==> run_1/floorplan.png <==
Scale: 2 px per um. Pins as bars on the die edge.
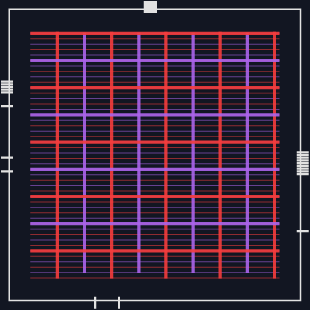
==> run_1/m2.png <==
Scale: 2 px per um.
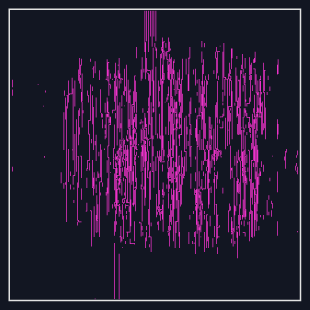
==> run_1/clock_nets.png <==
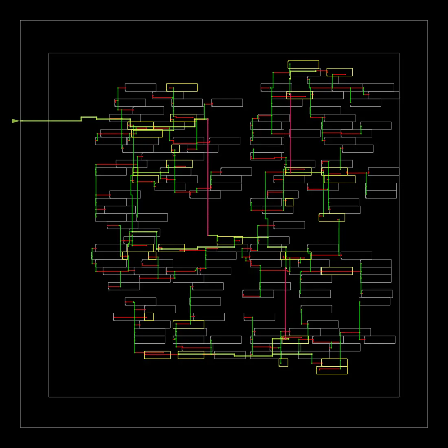
**src/rtl/raminfr.sv**
```systemverilog
// raminfr: simple dual-port RAM, inferable as distributed RAM.
//
// One synchronous write port (we/top/dat_i) and one read port (bottom/dat_o).
// Memory words power up as zero. rst_n never clears the array. While rst_n is
// low, writes are blocked.
//
// Configuration macro:
//   RAMINFR_REG_OUT_EN  undefined (default): dat_o = word[bottom], combinational.
//                       defined: dat_o is registered with one-cycle latency and
//                       read-before-write behaviour. rst_n low clears it
//                       asynchronously.
//
// Parameters: addr_width (pointer width), data_width (word width),
//             depth (number of words, depth <= 2**addr_width).
// Ports:
//   clk     in   clock, rising edge
//   rst_n   in   asynchronous active-low reset
//   we      in   write enable
//   top     in   write address
//   bottom  in   read address
//   dat_i   in   write data
//   dat_o   out  read data (zero when bottom >= depth)
module raminfr #(
  parameter int unsigned addr_width = 4,
  parameter int unsigned data_width = 8,
  parameter int unsigned depth      = 16
) (
  input  logic                  clk,
  input  logic                  rst_n,
  input  logic                  we,
  input  logic [addr_width-1:0] top,
  input  logic [addr_width-1:0] bottom,
  input  logic [data_width-1:0] dat_i,
  output logic [data_width-1:0] dat_o
);

  localparam int unsigned IdxW = (depth > 1) ? $clog2(depth) : 1;

  // Power-up contents are zero. A declaration initialiser keeps the array free of
  // any reset term, so the tools can still infer distributed RAM.
  logic [data_width-1:0] mem [depth] = '{default: '0};

  logic                  wr_en;
  logic                  rd_in_range;
  logic [data_width-1:0] rd_word;

  assign wr_en       = we && rst_n && (32'(top) < depth);
  assign rd_in_range = 32'(bottom) < depth;

  always_ff @(posedge clk) begin
    if (wr_en) begin
      mem[top[IdxW-1:0]] <= dat_i;
    end
  end

  always_comb begin
    rd_word = '0;
    if (rd_in_range) begin
      rd_word = mem[bottom[IdxW-1:0]];
    end
  end

`ifdef RAMINFR_REG_OUT_EN
  logic [data_width-1:0] dat_q;

  // The register samples the array before this edge's write lands, so a
  // same-address read returns the old word.
  always_ff @(posedge clk or negedge rst_n) begin
    if (!rst_n) begin
      dat_q <= '0;
    end else begin
      dat_q <= rd_word;
    end
  end

  assign dat_o = dat_q;
`else
  assign dat_o = rd_word;
`endif

endmodule

```
**config.mk**
```make
export PLATFORM = sky130hd
export DESIGN_NAME = raminfr
export DESIGN_NICKNAME = d
export VERILOG_FILES = /design/src/rtl/raminfr.sv
export SDC_FILE = /design/constraint.sdc
export NUM_CORES = 1
export LEC_CHECK = 0
export ABC_AREA = 1
export CAP_MARGIN = 25
export CORE_MARGIN = 10
export CORE_UTILIZATION = 36
export DETAILED_ROUTE_END_ITERATION = 16
export PLACE_DENSITY = 0.61
export SLEW_MARGIN = 20
export SYNTH_ARGS = -nofsm -noshare
export SYNTH_HDL_FRONTEND = slang
export SYNTH_SLANG_ARGS = --single-unit
```
**constraint.sdc**
```tcl
create_clock -name clk -period 2.2 [get_ports clk]
set_input_delay 0.44 -clock clk [delete_from_list [all_inputs] [get_ports clk]]
set_output_delay 0.44 -clock clk [all_outputs]
set_load 0.03 [all_outputs]
```
==> impl_metrics.py, run 1 <==
# Physical implementation metrics
metrics = {
    "status": {
        "status": "completed",
    },
    "die": {
        "die-area_sq_um": 21000,
        "core_area_sq_um": 15300,
        "fp_util": 0.368,
        "io_pins": 27,
        "placementRows": 45,
    },
    "route": {
        "finalWirelength_um": 13100,
        "route.vias.total": 3778,
        "first_pass_iters": 5,
        "drtAntennaViolNets": 0,
    },
    "power_and_ir_drop": {
        "power_switching_mw": 1.30,
        "p_total_mw": 6.39,
        "intPower_mw": 5.09,
        "power_leakage_nw": 2.98,
        "powerDensity_nw_per_um2": 919,
        "combinationalPowerShare": 0.065,
    },
    "logic_synthesis": {
        "netlist-cell-type-count": 11,
        "synthesis.instances": 546,
        "synth_warnings": 0,
        "syn_nets": 565,
        "yosys_cells": 546,
        "top_cell_area_share": 0.684,
        "synth_area_sq_um": 5620,
        "synth_top_cell_by_area": "edfxtp_1",
        "yosys_area_sq_um": 5620,
        "avgSynthCellArea_sq_um": 10.3,
        "ys_ff": 128,
    },
    "timing": {
        "max_freq_mhz": 479,
        "drv_slew": 0,
        "tightest_slew_ns": 0.750,
        "hold_ws_ns": 0.828,
        "finalClockPeriodUsage": 0.949,
        "setup_viol": 0,
        "finalHoldViolCount": 0,
        "rsz0062_at_grt": "no",
        "fin_setup_tns_ns": 0,
    },
    "final_layout": {
        "fin_nets": 617,
        "stdcell_count": 822,
        "final_util": 0.456,
        "synthToLayoutAreaGrowth_pct": 23.8,
        "drive_gt1_frac": 0.123,
        "diodes": 0,
    },
    "worst_hold_path": {
        "hp-start": "dat_i[3]",
        "min_to": "mem[0][3]",
        "min_path_cells": 2,
        "hold_path_class": "in -> reg",
    },
    "setup_path": {
        "start_kind": "input pin",
        "critPathMostFrequentCell": "nand3_1",
        "slowest_stage": "dlygate4sd2_1",
        "max_stage_delay_ns": 0.30,
        "worstSetupPathType": "in -> out",
        "cp_cell_sequence": "dlygate4sd2_1 > inv_2 > buf_12 > nand3_1 > nand3_1 > nand3_1 > nand2_1 > buf_4",
    },
    "place": {
        "dp.cells": 789,
        "gp_congestion": 0.930,
        "place_hpwl_um": 8500,
    },
    "run": {
        "cap_violations": 0,
    },
    "global_route": {
        "grt_first_pass_wirelength_um": 20700,
        "overflow": 0,
    },
    "clock_tree": {
        "cts_tree": "built",
        "cts.clk_slew.worst_paths_ns": 0.05,
        "ctsLongestPathBuffers": 2,
    },
}
Back to the opening pictures, floorplan.png:
legend:
  purple:
    net: VDD
  red:
    net: VSS
met4 straps: 9
signal pins: 27
met1 rails: 46
met5 straps: 9
rows: 45
Die W: 145 um
Die Y: 145 um

Back to the opening pictures, m2.png:
wire length on this layer: 6,300 um
nets with wire on the layer: 430
main direction: vertical
longest straight run: 68.3 um

Back to the opening pictures, clock_nets.png:
flip-flop and latch count: 128
CLK BUF: 17
CTS Buf Count: 17
clk pwr: 3.25 mW
CTS sink cnt: 128

run 1: logic make-up (layout without fill, tap and decap cells):
| family | Yosys count | in the layout | share of synthesized area |
|---|---|---|---|
| buf+inv | 127 | 192 | 0.0991 |
| flops | 128 | 128 | 0.684 |
| simple gates | 291 | 291 | 0.217 |
run 1: power groups by stage:
stage	registers, mW	clock network [mW]	logic, mW
global placement	2.77	0	0.406
finish	2.72	3.25	0.417
CTS	2.72	3.29	0.419
global route	2.72	3.41	0.455
floorplan	2.77	0	0.226
detailed placement	2.77	0	0.411
run 1: layout make-up:
| type | instances | area [sq um] |
|---|---|---|
| fill | 1411 | 8300 |
| sequential | 128 | 3840 |
| multi-input combinational | 291 | 1220 |
| timing repair buffer | 57 | 548 |
| clock buffer | 17 | 425 |
| inverter | 103 | 390 |
| clock inverter | 15 | 265 |
| tap | 211 | 264 |
run 1: cell usage in the layout (no fill, tap or decap):
cell,Yosys,routed
nand3b_1,1,1
clkinv_2,0,3
clkinvlp_4,0,4
buf_12,0,6
inv_1,101,100
clkdlybuf4s50_1,0,15
nand3_1,97,97
bufinv_16,0,7
inv_2,2,2
buf_4,3,31
nand2_1,175,175
clkbuf_16,0,17
buf_2,13,1
buf_6,7,2
dlygate4sd2_1,0,2
edfxtp_1,128,128
clkinv_4,0,2
nor2_1,18,18
run 1: worst max-delay path by stage:
stage                          from        to  slack (ns)  cells after the start
after floorplan           bottom[1]  dat_o[0]        0.50                      7
after global placement    bottom[1]  dat_o[5]       -0.09                      7
after detailed placement  bottom[1]  dat_o[5]        -0.1                      7
after CTS                 bottom[1]  dat_o[5]        0.14                      8
after global routing      bottom[1]  dat_o[7]        0.04                      8
final                     bottom[1]  dat_o[1]        0.11                      8
run 1: metal layers:
layer,GRT usage,routed length [um],vias to the layer above
li1,-,-,1858
met1,0.159,5910,1804
met2,0.201,6300,101
met3,0.0376,656,15
met4,0.0552,271,0
met5,0,0,-
run 1: per-stage QoR:
stage / area (sq um) / setup slack (ns)
6_report: 6950 / 0.111
5_1_grt: 6950 / 0.0425
4_1_cts: 6950 / 0.144
3_5_place_dp: 6230 / -0.0971
3_3_place_gp: 6230 / -0.0880
2_1_floorplan: 5620 / 0.504
run 1: cell usage after synthesis:
library cell  instances
edfxtp_1            128
nand3b_1              1
nand3_1              97
nand2_1             175
nor2_1               18
buf_2                13
buf_6                 7
buf_4                 3
inv_1               101
buf_1                 1
inv_2                 2
run 1: worst max-delay path: cells and delay by family:
| family | cells | cell delay (ns) |
|---|---|---|
| buffers and inverters | 4 | 0.75 |
| and+or+nand+nor | 4 | 0.44 |
run 1: what timing repair did:
| action | 4_1_cts | 5_1_grt |
|---|---|---|
| setup buffers | 1 | 0 |
| hold buffers | 0 | 0 |
| endpoints found under the setup margin | 8 | 0 |
| hold endpoints to repair | 0 | 0 |
| gates resized | 5 | 0 |
==> run 2: changes to the inputs <==
CAP_MARGIN = 20   (was 25)
==> run_2/clock_wires.png <==
Scale: 2 px per um.
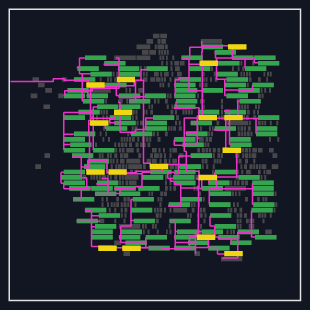
legend:
  yellow:
    item: clock-net drivers
    count: 17
  green:
    item: flip-flops
    count: 128
  magenta:
    item: clock wires
    length: 1,580 um
routed clock nets: 18
Clock Power Share: 0.509

==> run_2/clock_nets.png <==
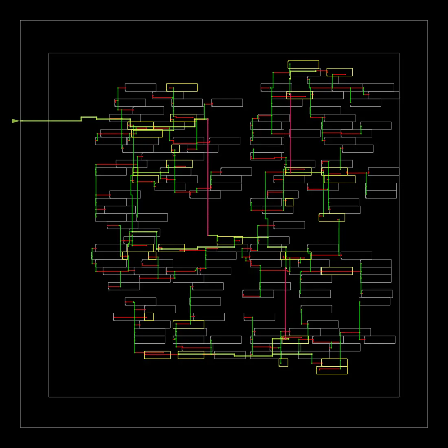

==> run 2 against run 1 <==
Via count unchanged. Utilization unchanged. Area after synthesis unchanged. Synthesized cell count unchanged. Sequential power barely moved. Final cell count is the same. Combinational power is essentially flat. Flip-flop count is the same.
==> impl_metrics.py, run 2 <==
# Physical implementation metrics
metrics = {
    "status": {
        "status": "completed",
    },
    "logic_synthesis": {
        "ys_ff": 128,
        "common_cells": "nand2_1, edfxtp_1, inv_1, nand3_1, nor2_1",
        "synthFlopType": "edfxtp_1",
        "avgSynthCellArea_sq_um": 10.3,
        "enable_flop_cells": 128,
        "synthesis.instances": 546,
        "netlist-cell-type-count": 11,
        "synth_warnings": 0,
        "yosys_area_sq_um": 5620,
        "top_cell_area_share": 0.684,
        "async_flop_share": 0,
        "synth_top_cell_by_area": "edfxtp_1",
        "top_cell": "nand2_1",
        "syn_nets": 565,
        "synth_area_sq_um": 5620,
        "postSynthSeqShare": 0.684,
    },
    "place": {
        "dpl_worst_slack_ns": -0.0971,
        "gp_congestion": 0.930,
        "place_hpwl_um": 8500,
    },
    "final_layout": {
        "final_util": 0.456,
        "layout_top_cell": "nand2_1",
        "nFillCells": 1411,
        "synthToLayoutAreaGrowth_pct": 23.8,
        "diodes": 0,
        "lay_top_cells": "nand2_1, edfxtp_1, inv_1",
        "largest_reg_flops": 128,
        "drive_gt1_frac": 0.123,
    },
    "setup_path": {
        "start_kind": "input pin",
        "worstSetupPathType": "in -> out",
        "cp_cell_sequence": "dlygate4sd2_1 > inv_2 > buf_12 > nand3_1 > nand3_1 > nand3_1 > nand2_1 > buf_4",
        "slowest_stage": "dlygate4sd2_1",
        "max_stage_delay_ns": 0.30,
        "critPathMostFrequentCell": "nand3_1",
        "crit_fanout": 18,
        "path_delay_family": "buffers and inverters",
        "cp.buffers_inverters": 4,
    },
    "timing": {
        "setup_viol": 0,
        "drv_slew": 0,
        "finalClockPeriodUsage": 0.949,
        "max_freq_mhz": 479,
        "fin_ws_ns": 0.111,
        "rsz0062_at_grt": "no",
        "tightest_slew_ns": 0.750,
        "finalHoldViolCount": 0,
    },
    "power_and_ir_drop": {
        "powerDensity_nw_per_um2": 919,
        "power_leakage_nw": 2.98,
        "p_total_mw": 6.39,
    },
    "clock_tree": {
        "cts.clk_slew.worst_paths_ns": 0.05,
        "cts_inserted_buffers": 17,
        "cts_tree": "built",
        "numClockSinks": 128,
        "ctsLongestPathBuffers": 2,
        "hold_buffers": 0,
    },
    "global_route": {
        "overflow": 0,
        "grt_first_pass_wirelength_um": 20700,
    },
    "route": {
        "finalWirelength_um": 13100,
        "first_pass_iters": 5,
        "route.vias.total": 3778,
        "drt_first_iter_violations": 289,
        "drtAntennaViolNets": 0,
        "avgViaCountPerCell": 4.60,
    },
    "worst_hold_path": {
        "min_to": "mem[0][3]",
        "hold_path_class": "in -> reg",
        "hp-start": "dat_i[3]",
        "min_path_cells": 2,
    },
    "die": {
        "io_pins": 27,
        "fp_util": 0.368,
        "placementRows": 45,
        "core_area_sq_um": 15300,
        "die-area_sq_um": 21000,
        "die_w_um": 145,
        "die_y_um": 145,
    },
    "run": {
        "cap_violations": 0,
    },
}
## run 2: where the power goes
part | internal (mW) | switching, mW
Sequential | 2.72 | 0.00640
Combinational | 0.145 | 0.273
Clock | 2.23 | 1.02
Total | 5.09 | 1.30
## run 2: cell type report
| type | instances | area, sq um | area share |
|---|---|---|---|
| Clock buffer | 17 | 425 | 0.0612 |
| Inverter | 103 | 390 | 0.0561 |
| Tap cell | 211 | 264 | 0.0380 |
| Multi-Input combinational cell | 291 | 1220 | 0.175 |
| Timing Repair Buffer | 57 | 548 | 0.0788 |
| Sequential cell | 128 | 3840 | 0.553 |
| Clock inverter | 15 | 265 | 0.0381 |
## run 2: worst max path at each step
stage | startpoint | to | slack (ns) | cells past startpoint
6_report | bottom[1] | dat_o[1] | 0.11 | 8
5_1_grt | bottom[1] | dat_o[7] | 0.04 | 8
4_1_cts | bottom[1] | dat_o[5] | 0.14 | 8
3_5_place_dp | bottom[1] | dat_o[5] | -0.1 | 7
3_3_place_gp | bottom[1] | dat_o[5] | -0.09 | 7
2_1_floorplan | bottom[1] | dat_o[0] | 0.50 | 7
## run 2: per-stage QoR
stage	cell area [sq um]	hold WS [ns]	instances	setup TNS, ns
3_5_place_dp	6230	1.23	789	-0.612
6_report	6950	0.828	822	0
4_1_cts	6950	0.822	822	0
2_1_floorplan	5620	0.539	546	0
3_3_place_gp	6230	1.23	789	-0.565
5_1_grt	6950	0.842	822	0
## run 2: what timing repair did
item                                   4_1_cts  5_1_grt
buffers inserted                             1        0
resized                                      5        0
endpoints found under the hold margin        0        0
setup endpoints to repair                    8        0
## run 2: layer usage
metal	track usage	part of all wire	vias to the layer above
met5	0	0	-
met1	0.159	0.45	1804
met2	0.201	0.48	101
met4	0.0552	0.021	0
met3	0.0376	0.050	15
li1	-	-	1858
## run 2: kinds of logic (layout without fill, tap and decap cells)
family                 count (synthesis)  after routing  synth area share
and+or+nand+nor                      291            291             0.217
buffers and inverters                127            192            0.0991
DFF                                  128            128             0.684
==> run_2/util_map.png <==
Scale: 2 px per um. The die is cut into 14 by 14 equal tiles; black is low, pale yellow is high, 0 to 100% covered.
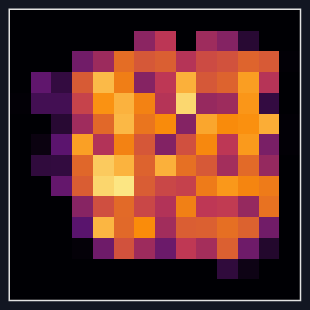

==> run 3: changes to the inputs <==
CORE_UTILIZATION = 50   (was 36)
HOLD_SLACK_MARGIN = 0.08   (was default)
PLACE_DENSITY = 0.77   (was 0.61)
==> run_3/util_map.png <==
Scale: 3 px per um. The die is cut into 13 by 13 equal tiles; black is low, pale yellow is high, 0 to 100% covered.
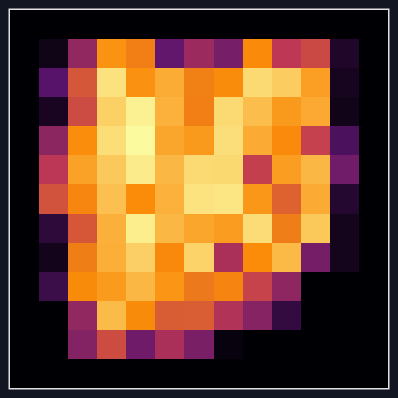
fullest tile: 99%
densest ninth of the die: centre
tiles over 75% full: 31%
mean over tiles: 41%

==> run_3/m2.png <==
Scale: 3 px per um.
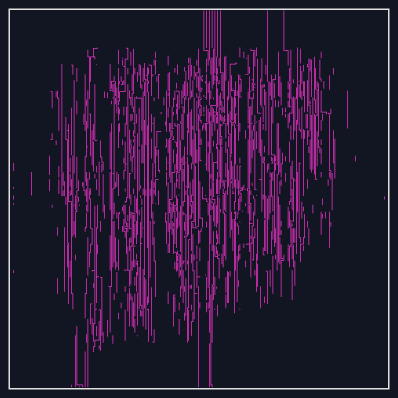
wire length on this layer: 6,580 um
longest straight run: 70.4 um
DR vias: 3,883
overall routed net length: 13,300 um
global-route met2 utilization: 0.283

==> run 3 against run 2 <==
Flip-flop count unchanged. Sequential share of layout area grew 1.9 points. Hold slack improved by 0.0082 ns. First-iteration DRC count up 35%. Critical path depth stayed put. Critical endpoint is now dat_o[2]. Final cell count shrank 8.9%. Fmax down 0.78%. Worst setup slack lost 0.016 ns. Via count rose by 2.8%. Design area decreased by 3.3%. Power is 9.0% lower.
==> impl_metrics.py, run 3 <==
# Physical implementation metrics
metrics = {
    "power_and_ir_drop": {
        "powerDensity_nw_per_um2": 865,
        "intPower_mw": 4.51,
        "clock_power_share": 0.460,
        "power_switching_mw": 1.30,
        "power_frac_seq": 0.468,
        "power_leakage_nw": 2.93,
        "switching_share": 0.224,
        "combinationalPowerShare": 0.072,
    },
    "global_route": {
        "overflow": 0,
        "grt_first_pass_wirelength_um": 21200,
    },
    "run": {
        "cap_violations": 0,
    },
    "clock_tree": {
        "cts_inserted_buffers": 17,
        "cts.clk_slew.worst_paths_ns": 0.06,
        "ctsLongestPathBuffers": 2,
        "numClockSinks": 128,
        "cts_tree": "built",
    },
    "die": {
        "io_pins": 27,
        "die_y_um": 126,
        "die_w_um": 126,
        "die-area_sq_um": 15900,
        "placementRows": 38,
        "core_area_sq_um": 10900,
        "fp_util": 0.514,
    },
    "final_layout": {
        "diodes": 0,
        "synthToLayoutAreaGrowth_pct": 19.7,
        "layout_top_cell": "nand2_1",
        "drive_gt1_frac": 0.120,
        "nFillCells": 849,
        "largest_reg_flops": 128,
        "fin_nets": 615,
        "lay_top_cells": "nand2_1, edfxtp_1, inv_1",
    },
    "setup_path": {
        "critPathMostFrequentCell": "nand3_1",
        "cp.buffers_inverters": 3,
        "crit_fanout": 54,
        "worstSetupPathType": "in -> out",
        "slowest_stage": "buf_12",
        "start_kind": "input pin",
    },
    "logic_synthesis": {
        "synthesis.instances": 546,
        "netlist-cell-type-count": 11,
        "synth_top_cell_by_area": "edfxtp_1",
        "enable_flop_cells": 128,
        "yosys_area_sq_um": 5620,
        "async_flop_share": 0,
        "synth_area_sq_um": 5620,
        "top_cell_area_share": 0.684,
        "yosys_cells": 546,
        "common_cells": "nand2_1, edfxtp_1, inv_1, nand3_1, nor2_1",
        "postSynthSeqShare": 0.684,
        "syn_nets": 565,
        "ys_ff": 128,
        "ys_top_cells_by_area": "edfxtp_1, nand2_1, nand3_1, inv_1, buf_6",
        "synthFlopType": "edfxtp_1",
        "top_cell": "nand2_1",
        "avgSynthCellArea_sq_um": 10.3,
        "synth_warnings": 0,
    },
    "timing": {
        "setup_viol": 0,
        "tightest_slew_ns": 0.728,
        "max_freq_mhz": 475,
        "finalClockPeriodUsage": 0.957,
        "drv_slew": 0,
        "fin_ws_ns": 0.0949,
        "finalHoldViolCount": 0,
    },
    "status": {
        "status": "completed",
    },
    "worst_hold_path": {
        "min_to": "mem[11][2]",
        "hp-start": "dat_i[2]",
        "hold_path_class": "in -> reg",
        "min_path_cells": 2,
    },
    "route": {
        "avgViaCountPerCell": 5.18,
        "drtAntennaViolNets": 0,
        "drt_first_iter_violations": 390,
        "first_pass_iters": 7,
    },
    "place": {
        "gp_congestion": 0.976,
    },
}
## run 3: cell counts after synthesis
Identical to the previous run, type by type.
## run 3: metrics by stage
stage / setup TNS [ns] / power, mW / instance area [sq um] / cells / hold slack [ns]
2_1_floorplan: 0 / 3.00 / 5620 / 546 / 0.539
3_3_place_gp: -0.693 / 3.16 / 6100 / 715 / 1.24
3_5_place_dp: -0.760 / 3.17 / 6100 / 715 / 1.24
4_1_cts: 0 / 5.83 / 6720 / 748 / 0.832
5_1_grt: 0 / 5.99 / 6730 / 749 / 0.845
6_report: 0 / 5.82 / 6730 / 749 / 0.836
## run 3: worst max path at each step
stage,from,endpoint,slack [ns],depth (start not counted)
final,bottom[0],dat_o[2],0.09,8
after global routing,bottom[0],dat_o[4],0.04,10
after CTS,bottom[2],dat_o[7],0.02,7
after detailed placement,bottom[1],dat_o[2],-0.12,8
after global placement,bottom[1],dat_o[2],-0.12,8
after floorplan,bottom[1],dat_o[0],0.50,7
## run 3: layout make-up
| cell class | instances | area [sq um] | share of cell area |
|---|---|---|---|
| repair buffers | 55 | 524 | 0.0780 |
| flip-flops and latches | 128 | 3840 | 0.572 |
| clock buffers | 17 | 425 | 0.0633 |
| inverters | 103 | 390 | 0.0580 |
| clock inverters | 15 | 144 | 0.0214 |
| multi-input cells | 291 | 1220 | 0.182 |
| well taps | 140 | 175 | 0.0260 |
## run 3: power groups by stage
stage	combinational, mW	clock, mW	sequential, mW
after floorplan	0.226	0	2.77
after global placement	0.394	0	2.77
after detailed placement	0.401	0	2.77
after CTS	0.414	2.70	2.72
after global routing	0.451	2.82	2.72
final	0.417	2.68	2.72
## run 3: layer usage
| metal | vias up | share of wire | track usage |
|---|---|---|---|
| li1 | 1857 | - | - |
| met1 | 1817 | 0.39 | 0.199 |
| met2 | 179 | 0.49 | 0.283 |
| met3 | 30 | 0.075 | 0.0491 |
| met4 | 0 | 0.042 | 0.0944 |
| met5 | - | 0 | 0 |
## run 3: kinds of logic after synthesis
family,Yosys count,share of synthesized area
buffers and inverters,127,0.0991
flip-flops,128,0.684
AND/OR/NAND/NOR,291,0.217
## run 3: what timing repair did
action | CTS | global route
setup buffers | 1 | 1
resized | 8 | 1
setup endpoints to repair | 8 | 8
hold buffers | 0 | 0
Power figures rest on the tool's default switching activity, not on a simulated workload.
